**Run 1: a small window of the routed layout**

Region (59, 59) to (79, 79) um. Cells in gray, sequential cells in the stronger gray; small squares are vias.
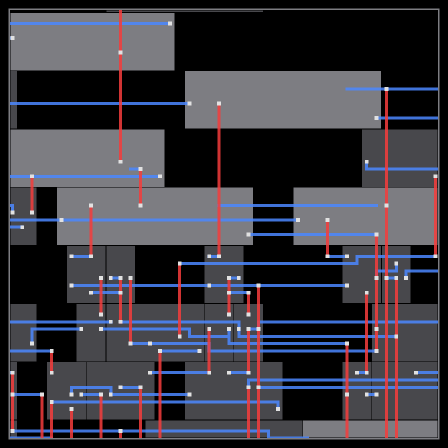
**Run 1: metal layers overlaid**

Scale: 6 px per um. Two of the layers only.
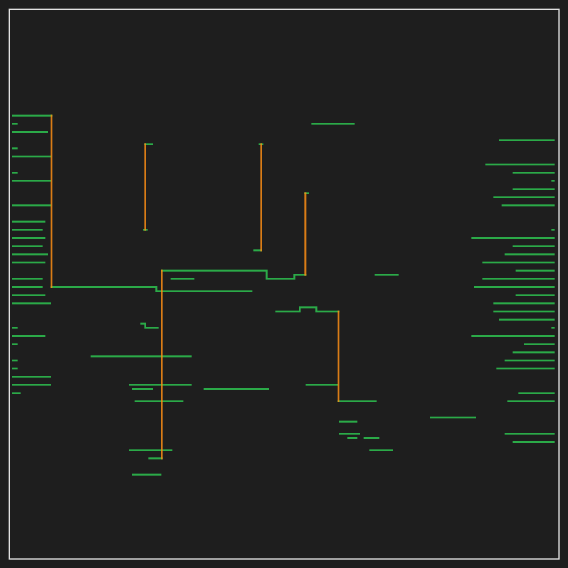
**Run 1: M2 wires**

Scale: 4 px per um. Cells faint in the background.
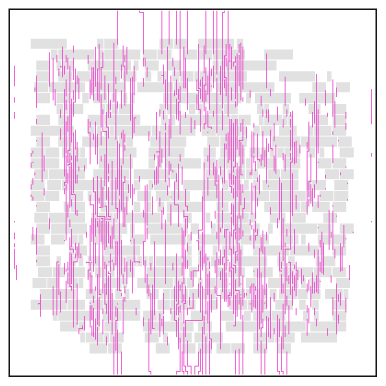
**Run 1: nets reached from selected ports**

Scale: 4 px per um.
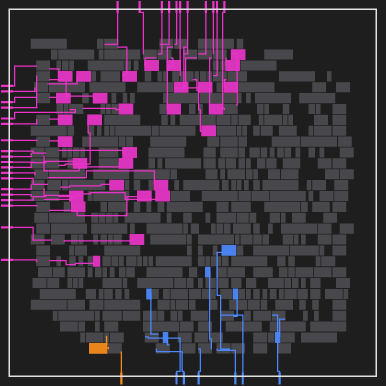
==> src/rtl/encrypt_pkg.sv <==
// encrypt_pkg: shared parameters, FSM state encoding and ciphertext vector type for the LWE encrypt engine.
package encrypt_pkg;
    localparam int PLAINTEXT_MODULUS  = 64;
    localparam int PLAINTEXT_WIDTH    = 6;
    localparam int DIMENSION          = 1;
    localparam int CIPHERTEXT_MODULUS = 1024;
    localparam int CIPHERTEXT_WIDTH   = 10;
    localparam int BIG_N              = 30;
    localparam int DELTA_SHIFT        = CIPHERTEXT_WIDTH - PLAINTEXT_WIDTH;
    localparam int ADDR_WIDTH         = $clog2(BIG_N);

    typedef enum logic [1:0] {IDLE, FETCH, DRAIN, DONE} state_t;

    typedef logic [DIMENSION:0][CIPHERTEXT_WIDTH-1:0] ct_vec_t;

    // (m*DELTA mod q, 0, ..., 0); DELTA = q/t is a power of two, so scaling is a shift
    function automatic ct_vec_t scale_msg(input logic [PLAINTEXT_WIDTH-1:0] m);
        scale_msg    = '0;
        scale_msg[0] = CIPHERTEXT_WIDTH'(m) << DELTA_SHIFT;
    endfunction
endpackage

==> src/rtl/encrypt_accum.sv <==
// encrypt_accum: DIMENSION+1 lane accumulator mod 2**CIPHERTEXT_WIDTH with clear, load and add-enable.
module encrypt_accum
    import encrypt_pkg::*;
(
    input  logic    clk,
    input  logic    rst,
    input  logic    clear,
    input  logic    load,
    input  ct_vec_t init,
    input  logic    add_en,
    input  ct_vec_t addend,
    output ct_vec_t acc
);
    // lanes wrap naturally because q is a power of two
    always_ff @(posedge clk or posedge rst) begin
        if (rst)
            acc <= '0;
        else if (clear)
            acc <= '0;
        else if (load)
            acc <= init;
        else if (add_en)
            for (int j = 0; j <= DIMENSION; j++)
                acc[j] <= acc[j] + addend[j];
    end
endmodule

==> src/rtl/encrypt.sv <==
// encrypt: LWE (Regev) public-key encryption; sums mask-selected key rows and adds the scaled message.
module encrypt
    import encrypt_pkg::*;
(
    input  logic                       clk,
    input  logic                       rst,
    input  logic                       in_valid,
    output logic                       in_ready,
    input  logic [PLAINTEXT_WIDTH-1:0] plaintext,
    input  logic [BIG_N-1:0]           rand_bits,
    output logic                       pk_rd_en,
    output logic [ADDR_WIDTH-1:0]      pk_addr,
    input  ct_vec_t                    pk_row,
    output logic                       out_valid,
    input  logic                       out_ready,
    output ct_vec_t                    cipher_text
);
    if (CIPHERTEXT_MODULUS != 2**CIPHERTEXT_WIDTH || PLAINTEXT_MODULUS != 2**PLAINTEXT_WIDTH) begin : g_param_check
        $error("encrypt: moduli must be powers of two matching their widths");
    end

    state_t            state;
    logic [BIG_N-1:0]  mask;
    logic              rd_d;
    logic              sel_d;
    logic              accept;

    assign in_ready  = (state == IDLE);
    assign out_valid = (state == DONE);
    assign pk_rd_en  = (state == FETCH);
    assign accept    = in_valid && in_ready;

    // mask shifts right each fetch so bit 0 always belongs to the row being read
    always_ff @(posedge clk or posedge rst) begin
        if (rst) begin
            state   <= IDLE;
            pk_addr <= '0;
            mask    <= '0;
            rd_d    <= 1'b0;
            sel_d   <= 1'b0;
        end else begin
            rd_d  <= pk_rd_en;
            sel_d <= mask[0];
            case (state)
                IDLE: if (accept) begin
                    state   <= FETCH;
                    pk_addr <= '0;
                    mask    <= rand_bits;
                end
                FETCH: begin
                    mask <= mask >> 1;
                    if (pk_addr == ADDR_WIDTH'(BIG_N - 1))
                        state <= DRAIN;
                    else
                        pk_addr <= pk_addr + ADDR_WIDTH'(1);
                end
                DRAIN: state <= DONE;
                DONE: if (out_ready) state <= IDLE;
                default: state <= IDLE;
            endcase
        end
    end

    // the accumulator register doubles as the ciphertext output register
    encrypt_accum u_accum (
        .clk    (clk),
        .rst    (rst),
        .clear  (1'b0),
        .load   (accept),
        .init   (scale_msg(plaintext)),
        .add_en (rd_d && sel_d),
        .addend (pk_row),
        .acc    (cipher_text)
    );
endmodule

==> config.mk <==
export PLATFORM = sky130hd
export DESIGN_NAME = encrypt
export DESIGN_NICKNAME = d
export VERILOG_FILES = /design/src/rtl/encrypt_pkg.sv /design/src/rtl/encrypt_accum.sv /design/src/rtl/encrypt.sv
export SDC_FILE = /design/constraint.sdc
export NUM_CORES = 1
export LEC_CHECK = 0
export ABC_CLOCK_PERIOD_IN_PS = 2500
export CAP_MARGIN = 10
export CORE_MARGIN = 5
export CORE_UTILIZATION = 51
export CTS_BUF_LIST = sky130_fd_sc_hd__clkbuf_8
export CTS_CLUSTER_DIAMETER = 50
export CTS_CLUSTER_SIZE = 25
export DETAILED_ROUTE_END_ITERATION = 8
export GPL_TIMING_DRIVEN = 0
export MAX_ROUTING_LAYER = met4
export PLACE_DENSITY = 0.79
export SYNTH_ARGS = -nofsm -noshare
export SYNTH_HDL_FRONTEND = slang
export SYNTH_SLANG_ARGS = --single-unit
==> constraint.sdc <==
create_clock -name clk -period 2.5 [get_ports clk]
set_clock_uncertainty 0.05 [all_clocks]
set_input_delay 0.25 -clock clk [delete_from_list [all_inputs] [get_ports clk]]
set_output_delay 0.25 -clock clk [all_outputs]
set_load 0.05 [all_outputs]
==> flow_metrics.env, run 1 <==
# yosys + openroad results
export IMPL_status="completed"
export IMPL_layout_min_cycle_time_ns=2.31
export IMPL_synth_largest_area_cell="sky130_fd_sc_hd__dfrtp_1"
export IMPL_ys_top_cells_by_count="sky130_fd_sc_hd__dfrtp_1, sky130_fd_sc_hd__nand2_1, sky130_fd_sc_hd__o21ai_1, sky130_fd_sc_hd__mux2i_1, sky130_fd_sc_hd__a21oi_1"
export IMPL_post_cts_hold_buffer_count=0
export IMPL_drc=0
export IMPL_cellLeakagePower_uw=0.00200
export IMPL_route_detailed_wl_per_inst_um=14.9
export IMPL_synthMuxAreaShare_pct=8.59
export IMPL_top_area_share_pct=43.7
export IMPL_maxSlewViolCount=0
export IMPL_post_place_cells=527
export IMPL_timing_slew_headroom_pct=60.4
export IMPL_postSynthAreaPerCell_um2=9.33
export IMPL_final_layout_size_suffix_gt1_share_pct=5.59
export IMPL_nonClockBufferCount=104
export IMPL_critPathMaxStageDelay_ns=0.85
export IMPL_met1_usage_pct=26.7
export IMPL_crit_path_cell_trace="inv_1 > ha_1 > clkdlybuf4s50_1"
export IMPL_routed_wl_mm=8.08
export IMPL_finalHoldViolations=0
export IMPL_maxUsedRoutingLayer="met4"
export IMPL_unrepaired_setup_endpoints_after_global_routing="false"
export IMPL_dominant_cell_class="logic gates"
export IMPL_synth_chip_area_um2=3380
export IMPL_rows=29
export IMPL_post_cts_setup_buffers=0
export IMPL_power_uw=5840
export IMPL_tightest_slew_ns=0.595
export IMPL_num_antenna_cells=0
export IMPL_cts_buffers=9
export IMPL_clk_latency_ns=0.34
export IMPL_tap_cells=77
export IMPL_clk_pin_slew_worst_paths_ns=0.07
export IMPL_clock_sink_count=59
export IMPL_clock_buffers=12
export IMPL_drtPass1Iterations=4
export IMPL_final_area_um2=4550
export IMPL_numSequentialCells=59
export IMPL_fmax_ghz=0.433
export IMPL_met2_track_utilization_from_global_routing_pct=31.7
export IMPL_clock_root_buffer="sky130_fd_sc_hd__clkbuf_8"
export IMPL_gr_usage_all_layers_pct=20.6
export IMPL_coreArea_um2=6390
export IMPL_clock_cell_area_share_pct=3.93
export IMPL_whs_ns=0.168
export IMPL_nNonClkInverters=12
export IMPL_max_capacitance_violation_count=0
export IMPL_area_share_sequential_pct=32.5
export IMPL_flow_area_growth_from_synthesis_pct=34.6
export IMPL_n_multi_input_combinational_cell=275
export IMPL_die_size_y_um=91.4
export IMPL_synth_flops=59
export IMPL_vdd_drop_max_mv=0.736
export IMPL_seqCellArea_um2=1480
export IMPL_wl_met2_mm=3.72
export IMPL_worstPathRequired_ns=2.20
export IMPL_crit_path_end="in_ready"
export IMPL_design_die_area_um2=8350
export IMPL_cts_resized=0
export IMPL_reg2reg_from="u_accum.acc[10]"
export IMPL_grt_ovfl_total=0
export IMPL_grt_util_met3_pct=4.13
export IMPL_place_detailed_hpwl_mm=6.03
export IMPL_number_of_vias_in_the_routed_layout=2982
export IMPL_fp_util_pct=52.9
export IMPL_final_cell_mix="sky130_fd_sc_hd__clkdlybuf4s50_1, sky130_fd_sc_hd__nand2_1, sky130_fd_sc_hd__dfrtp_1"
export IMPL_r2r_end="u_accum.acc[18]"
export IMPL_signal_buffer_area_fraction_pct=21.0
export IMPL_gr_busiest_metal="met2"
export IMPL_io_pin_count=88
export IMPL_post_synth_adder_cell_area_pct=10.1
export IMPL_highest_count_logic_cell_in_the_final_layout="sky130_fd_sc_hd__clkdlybuf4s50_1"
export IMPL_endpoint_arrival_time_on_the_critical_path_ns=2.01
export IMPL_wirelength_met1_mm=3.72
export IMPL_synth_cellmix_simpleShare_pct=12.7
export IMPL_synth_async_reset_ratio_pct=100
export IMPL_area_of_the_multi_input_gates_um2=1800
export IMPL_synth_cells_yosys=362
-- 'a small window of the routed layout' (at the start) --
| layer | color |
|---|---|
| met2 | red |
| met1 | blue |
netlist names of flops here include: u_accum.acc (3), mask (2)
most frequent: nand2_1 (7), dfrtp_1 (5), a21oi_1 (4)
sequential cells in the window: 5
cells with their middle in the window: 22

-- 'metal layers overlaid' (at the start) --
| layer | color | wire length |
|---|---|---|
| met3 | green | 523 um |
| met4 | orange | 120 um |

-- 'M2 wires' (at the start) --
main direction: vertical
longest straight run: 27.2 um
nets with wire on the layer: 453

-- 'nets reached from selected ports' (at the start) --
| port | color | bits | direction | edge | end cells | buffers | wire |
|---|---|---|---|---|---|---|---|
| rand_bits | magenta | 30 | input | 19 left, 11 top | 30 | 30 | 685 um |
| out_valid | orange | 1 | output | bottom | 1 | 1 | 8.60 um |
| plaintext | blue | 6 | input | bottom | 6 | 6 | 165 um |

==> run 1: critical path: cells and delay by family (launching register included) <==
kind / cells / cell delay (ns)
adders and majority gates: 1 / 0.29
buffers and inverters: 2 / 0.95
DFF: 1 / 0.42
==> run 1: metrics by stage <==
stage                     setup TNS [ns]  setup WS, ns
after CTS                              0         0.164
after floorplan                        0        0.0784
after global routing                   0        0.0170
after global placement            -20.61        -0.350
final                                  0         0.192
after detailed placement          -0.284        -0.115
==> run 1: report_power, final <==
group          internal [uW]  switching, uW
combinational           1320           2040
clock                    428            373
sequential              1380            292
total                   3130           2710
==> run 1: sequential cells by signal, summed over array words and instances, names as in the netlist <==
| register | count |
|---|---|
| pk_addr | 5 |
| u_accum.acc | 20 |
| mask | 30 |
| sel_d | 1 |
| state | 2 |
| rd_d | 1 |
## Run 2: what changed since run 1
Settings changed: HOLD_SLACK_MARGIN set to 0.02.
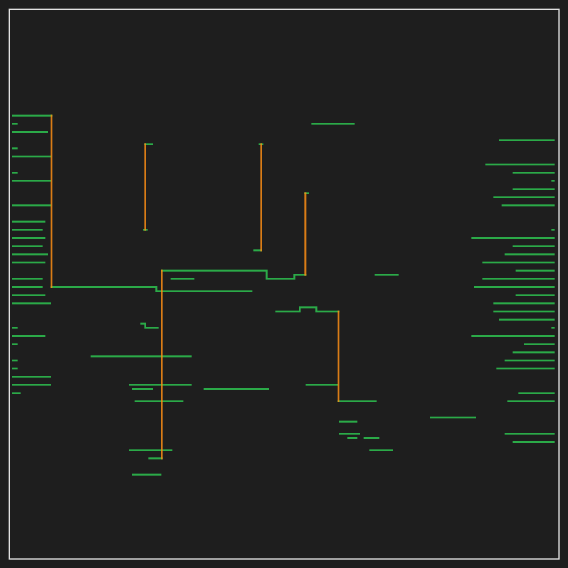
**Above:** run 2 (metal layers overlaid).
Scale: 6 px per um. Two of the layers only.
| layer | color | wire length |
|---|---|---|
| met4 | orange | 120 um |
| met3 | green | 523 um |

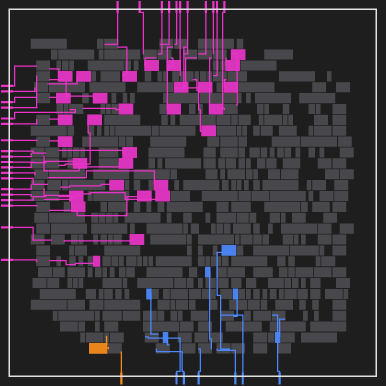
**Above:** run 2 (nets reached from selected ports).
Scale: 4 px per um.
| port | color | bits | direction | edge | end cells | buffers | wire |
|---|---|---|---|---|---|---|---|
| rand_bits | magenta | 30 | input | 19 left, 11 top | 30 | 30 | 685 um |
| out_valid | orange | 1 | output | bottom | 1 | 1 | 8.60 um |
| plaintext | blue | 6 | input | bottom | 6 | 6 | 165 um |

==> run 2 against run 1 <==
Net effect: clock power about the same; largest power group unchanged; register-to-register slack hardly changed; sequential power barely moved; sequential share of layout area unchanged; synthesized cell count stayed put; worst setup slack unchanged; cell count stayed put; combinational power is essentially flat; non-clock buffer count stayed put; core utilization unchanged; count of clock-buffer cells in the layout is the same.
==> flow_metrics.env, run 2 <==
# yosys + openroad results
export IMPL_worstPathBufferInverterCount=2
export IMPL_combPwrFrac_pct=57.6
export IMPL_unrepaired_setup_endpoints_after_global_routing="false"
export IMPL_gr_busiest_metal="met2"
export IMPL_largest_register_ffs=30
export IMPL_post_cts_setup_buffers=0
export IMPL_grt_util_met3_pct=4.13
export IMPL_design_die_area_um2=8350
export IMPL_fmax_ghz=0.433
export IMPL_n_multi_input_combinational_cell=275
export IMPL_cts_resized=0
export IMPL_synth_cells_yosys=362
export IMPL_post_cts_hold_buffer_count=0
export IMPL_final_critical_path_setup_slack_ns=0.192
export IMPL_postSynthAreaPerCell_um2=9.33
export IMPL_routed_wl_mm=8.08
export IMPL_top_area_share_pct=43.7
export IMPL_setup_tns_ns=0
export IMPL_maxSlewViolCount=0
export IMPL_total_switching_power_uw=2710
export IMPL_power_largest_group="combinational logic"
export IMPL_tap_cells=77
export IMPL_die_size_y_um=91.4
export IMPL_timing_slew_headroom_pct=60.4
export IMPL_place_worst_setup_slack_ns=-0.115
export IMPL_clock_buffers=12
export IMPL_crit_path_cell_trace="inv_1 > ha_1 > clkdlybuf4s50_1"
export IMPL_tightest_slew_ns=0.595
export IMPL_whs_ns=0.168
export IMPL_sequentialPowerShare_pct=28.7
export IMPL_internal_power_consumption_uw=3130
export IMPL_synth_async_reset_ratio_pct=100
export IMPL_worstPathRequired_ns=2.20
export IMPL_wirelength_met1_mm=3.72
export IMPL_layout_min_cycle_time_ns=2.31
export IMPL_cts_buffers=9
export IMPL_wl_met2_mm=3.72
export IMPL_area_share_sequential_pct=32.5
export IMPL_port_buffer_count=87
export IMPL_final_layout_size_suffix_gt1_share_pct=5.59
export IMPL_largestRegisters="mask (30), u_accum.acc (20), pk_addr (5)"
export IMPL_critPathMaxStageDelay_ns=0.85
export IMPL_final_cell_mix="sky130_fd_sc_hd__clkdlybuf4s50_1, sky130_fd_sc_hd__nand2_1, sky130_fd_sc_hd__dfrtp_1"
export IMPL_place_gp_congestion=0.929
export IMPL_wire_length_of_the_first_global_routing_pass_mm=13.9
export IMPL_endpoint_arrival_time_on_the_critical_path_ns=2.01
export IMPL_power_clock_fraction_pct=13.7
export IMPL_finalHoldViolations=0
export IMPL_clock_root_buffer="sky130_fd_sc_hd__clkbuf_8"
export IMPL_max_capacitance_violation_count=0
export IMPL_coreArea_um2=6390
export IMPL_met2_track_utilization_from_global_routing_pct=31.7
export IMPL_drtPass1Iterations=4
export IMPL_dominant_cell_class="logic gates"
export IMPL_comb_power_uw=3360
export IMPL_drc=0
export IMPL_clock_cell_area_share_pct=3.93
export IMPL_final_area_um2=4550
export IMPL_num_antenna_cells=0
export IMPL_route_detailed_wl_per_inst_um=14.9
export IMPL_nNonClkInverters=12
export IMPL_power_uw=5840
export IMPL_gr_usage_all_layers_pct=20.6
export IMPL_synth_chip_area_um2=3380
export IMPL_number_of_vias_in_the_routed_layout=2982
export IMPL_fp_util_pct=52.9
export IMPL_seqCellArea_um2=1480
export IMPL_area_of_the_multi_input_gates_um2=1800
export IMPL_synth_largest_area_cell="sky130_fd_sc_hd__dfrtp_1"
export IMPL_cellLeakagePower_uw=0.00200
export IMPL_nonClockBufferCount=104
export IMPL_ys_top_cells_by_count="sky130_fd_sc_hd__dfrtp_1, sky130_fd_sc_hd__nand2_1, sky130_fd_sc_hd__o21ai_1, sky130_fd_sc_hd__mux2i_1, sky130_fd_sc_hd__a21oi_1"
export IMPL_grt_ovfl_total=0
export IMPL_vdd_drop_max_mv=0.736
export IMPL_clk_latency_ns=0.34
export IMPL_io_pin_count=88
export IMPL_maxUsedRoutingLayer="met4"
export IMPL_synth_flops=59
export IMPL_status="completed"
export IMPL_sw_frac_of_total_pct=46.4
export IMPL_clk_pin_slew_worst_paths_ns=0.07
export IMPL_registers_top_by_ff_count="mask"
export IMPL_signal_buffer_area_fraction_pct=21.0
export IMPL_met1_usage_pct=26.7
export IMPL_rows=29
export IMPL_place_detailed_hpwl_mm=6.03
export IMPL_power_sequential_uw=1680
export IMPL_highest_count_logic_cell_in_the_final_layout="sky130_fd_sc_hd__clkdlybuf4s50_1"
export IMPL_clockNetworkPower_uw=802
export IMPL_post_place_cells=527
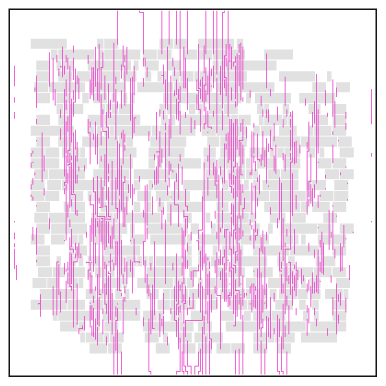
**Above:** run 2 (M2 wires).
Scale: 4 px per um. Cells faint in the background.
main direction: vertical
nets with wire on the layer: 453
longest straight run: 27.2 um
share of all routed wire: 46%

## run 2: cell counts after synthesis
Identical to the previous run, type by type.
## run 2: path summary, 6_finish.rpt
check,from,endpoint,depth (start not counted)
max,state[0],in_ready,3
min,rst,u_accum.acc[19],2
max in group asynchronous,rst,mask[23],3
max reg2reg,u_accum.acc[10],u_accum.acc[18],9
min in group clk,mask[0],sel_d,0
min reg2reg,mask[0],sel_d,0
## run 2: cell families (layout without fill, tap and decap cells)
kind of cell	after synthesis	in the layout	synth area share, %
AOI/OAI and AO/OA	102	102	18.1
xor gates and xnor gates	14	14	3.63
adders and majority gates	26	26	10.1
buffers and inverters	28	131	3.19
DFF	59	59	43.7
muxes	29	29	8.59
and+or+nand+nor	104	104	12.7
**Run 2: clock nets**

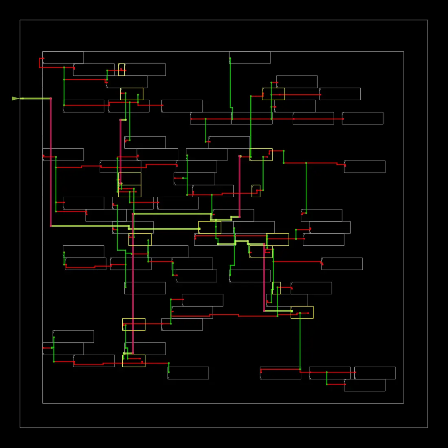

## Run 3: what changed since run 2
Settings changed: CORE_MARGIN 5 to unset.
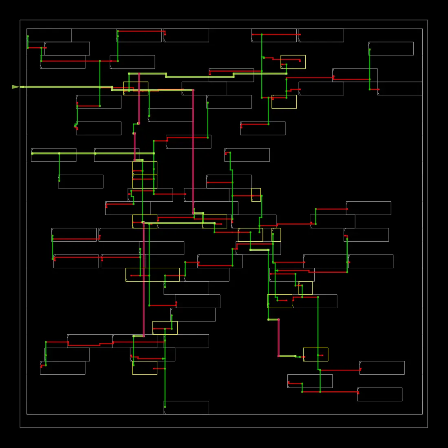
**Above:** run 3 (clock nets).
clock buffer count from CTS: 9
CLK BUF: 12
flop count: 59
Clock Sink Count: 59

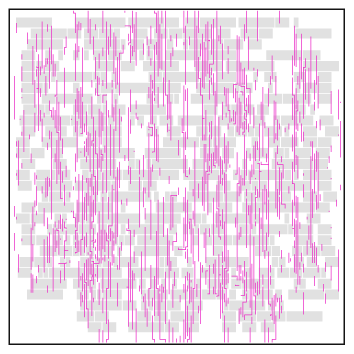
**Above:** run 3 (M2 wires).
Scale: 4 px per um. Cells faint in the background.
longest straight run: 25.5 um
wire length on this layer: 3860 um
nets with wire on the layer: 464

==> run 3 against run 2 <==
Net effect: sequential power is essentially flat; maximum frequency shrank 2.2%; cell count grew 0.18%; clock power grew 16%; via count grew 0.94%; worst hold slack gained 0.056 ns; design area grew 0.74%.
==> flow_metrics.env, run 3 <==
# yosys + openroad results
export IMPL_r2r_end="u_accum.acc[18]"
export IMPL_crit_path_end="u_accum.acc[18]"
export IMPL_synth_async_reset_ratio_pct=100
export IMPL_grt_util_met3_pct=5.67
export IMPL_maxSlewViolCount=0
export IMPL_clock_cell_area_share_pct=4.64
export IMPL_antenna_found_initial=0
export IMPL_synth_cellmix_simpleShare_pct=12.7
export IMPL_wirelength_met1_mm=3.67
export IMPL_sequentialPowerShare_pct=28.0
export IMPL_nonClockBufferCount=104
export IMPL_grt_ovfl_total=0
export IMPL_tap_cells=77
export IMPL_final_critical_path_setup_slack_ns=0.140
export IMPL_io_pin_count=88
export IMPL_largest_register_ffs=30
export IMPL_cellLeakagePower_uw=0.00201
export IMPL_power_largest_group="combinational logic"
export IMPL_place_detailed_hpwl_mm=5.99
export IMPL_whs_ns=0.224
export IMPL_area_of_the_multi_input_gates_um2=1800
export IMPL_power_sequential_uw=1680
export IMPL_seqCellArea_um2=1480
export IMPL_final_area_um2=4580
export IMPL_ys_top_cells_by_count="sky130_fd_sc_hd__dfrtp_1, sky130_fd_sc_hd__nand2_1, sky130_fd_sc_hd__o21ai_1, sky130_fd_sc_hd__mux2i_1, sky130_fd_sc_hd__a21oi_1"
export IMPL_met2_track_utilization_from_global_routing_pct=40.4
export IMPL_count_of_warnings_emitted_by_yosys=0
export IMPL_max_capacitance_violation_count=0
export IMPL_gr_busiest_metal="met2"
export IMPL_synthMuxAreaShare_pct=8.59
export IMPL_drc=0
export IMPL_combPwrFrac_pct=56.4
export IMPL_sw_frac_of_total_pct=45.8
export IMPL_synth_flops=59
export IMPL_internal_power_consumption_uw=3240
export IMPL_largestRegisters="mask (30), u_accum.acc (20), pk_addr (5)"
export IMPL_n_multi_input_combinational_cell=275
export IMPL_xor_area_share_pct=3.63
export IMPL_route_detailed_wl_per_inst_um=14.8
export IMPL_total_switching_power_uw=2750
export IMPL_timing_slew_headroom_pct=57.9
export IMPL_status="completed"
export IMPL_ys_sh_aoi_pct=18.1
export IMPL_synthTopLogicFamily="AND-OR/OR-AND gates"
export IMPL_layout_min_cycle_time_ns=2.36
export IMPL_reg2reg_from="u_accum.acc[10]"
export IMPL_endpoint_arrival_time_on_the_critical_path_ns=2.51
export IMPL_place_worst_setup_slack_ns=-0.180
export IMPL_critPathMaxStageDelay_ns=0.41
export IMPL_clk_pin_slew_worst_paths_ns=0.07
export IMPL_worstPathRequired_ns=2.65
export IMPL_gr_usage_all_layers_pct=25.8
export IMPL_clock_root_buffer="sky130_fd_sc_hd__clkbuf_8"
export IMPL_tightest_slew_ns=0.631
export IMPL_comb_power_uw=3380
export IMPL_vias_per_cell=5.54
export IMPL_setup_tns_ns=0
export IMPL_wl_met2_mm=3.86
export IMPL_coreArea_um2=6390
export IMPL_number_of_vias_in_the_routed_layout=3010
export IMPL_flow_area_growth_from_synthesis_pct=35.6
export IMPL_crit_path_cell_trace="ha_1 > fa_1 > a21o_1 > a21oi_2 > nor2_1 > a211oi_2 > a21oi_1 > xnor2_1 > a21oi_1"
export IMPL_area_share_sequential_pct=32.2
export IMPL_power_clock_fraction_pct=15.6
export IMPL_registers_top_by_ff_count="mask"
export IMPL_vdd_drop_max_mv=0.719
export IMPL_postSynthAreaPerCell_um2=9.33
export IMPL_fmax_ghz=0.424
export IMPL_die_size_y_um=83.4
export IMPL_clk_path_buf_depth=2
export IMPL_synthesis_nets=448
export IMPL_synth_cells_yosys=362
export IMPL_crit_path_start="u_accum.acc[10]"
export IMPL_rows=29
export IMPL_wire_length_of_the_first_global_routing_pass_mm=13.9
export IMPL_maxUsedRoutingLayer="met4"
export IMPL_worst_r2r_cell_count=9
export IMPL_post_cts_hold_buffer_count=0
export IMPL_nNonClkInverters=12
export IMPL_place_gp_congestion=0.864
export IMPL_port_buffer_count=87
export IMPL_clk_latency_ns=0.34
export IMPL_num_antenna_cells=0
export IMPL_highest_count_logic_cell_in_the_final_layout="sky130_fd_sc_hd__clkdlybuf4s50_1"
export IMPL_post_place_cells=527
export IMPL_r2r_setup_slack_ns=0.14
export IMPL_synth_largest_area_cell="sky130_fd_sc_hd__dfrtp_1"
export IMPL_finalHoldViolations=0
export IMPL_final_cell_mix="sky130_fd_sc_hd__clkdlybuf4s50_1, sky130_fd_sc_hd__nand2_1, sky130_fd_sc_hd__dfrtp_1"
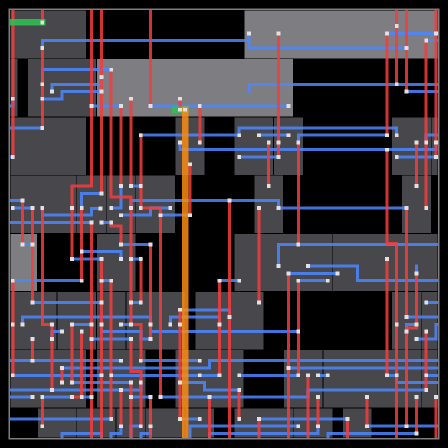
**Above:** run 3 (a small window of the routed layout).
Region (53, 53) to (73, 73) um. Cells in gray, sequential cells in the stronger gray; small squares are vias.
| layer | color |
|---|---|
| met3 | green |
| met4 | orange |
| met1 | blue |
| met2 | red |
cells with their middle in the window: 36
netlist names of flops here include: u_accum.acc (2)
sequential cells in the window: 2
most frequent: nand2_1 (8), a21oi_1 (7)

[run 3: netlist changes by cell type in the layout (fill, tap and decap cells not counted)]
cell / delta
sky130_fd_sc_hd__a21oi_2: +1
sky130_fd_sc_hd__a21boi_1: +1
sky130_fd_sc_hd__a21boi_2: -1
sky130_fd_sc_hd__inv_1: -1
sky130_fd_sc_hd__clkinvlp_4: +1
sky130_fd_sc_hd__a21oi_1: -1
sky130_fd_sc_hd__bufinv_16: +1
[run 3: worst max-delay path, delay by kind of cell (launching register included)]
kind,cells,cell delay (ns)
AND-OR/OR-AND,5,0.88
adder cells (fa/ha/maj),2,0.64
flip-flops,1,0.40
XOR/XNOR,1,0.16
AND/OR/NAND/NOR,1,0.08
Power is estimated from default activity; no workload was simulated.
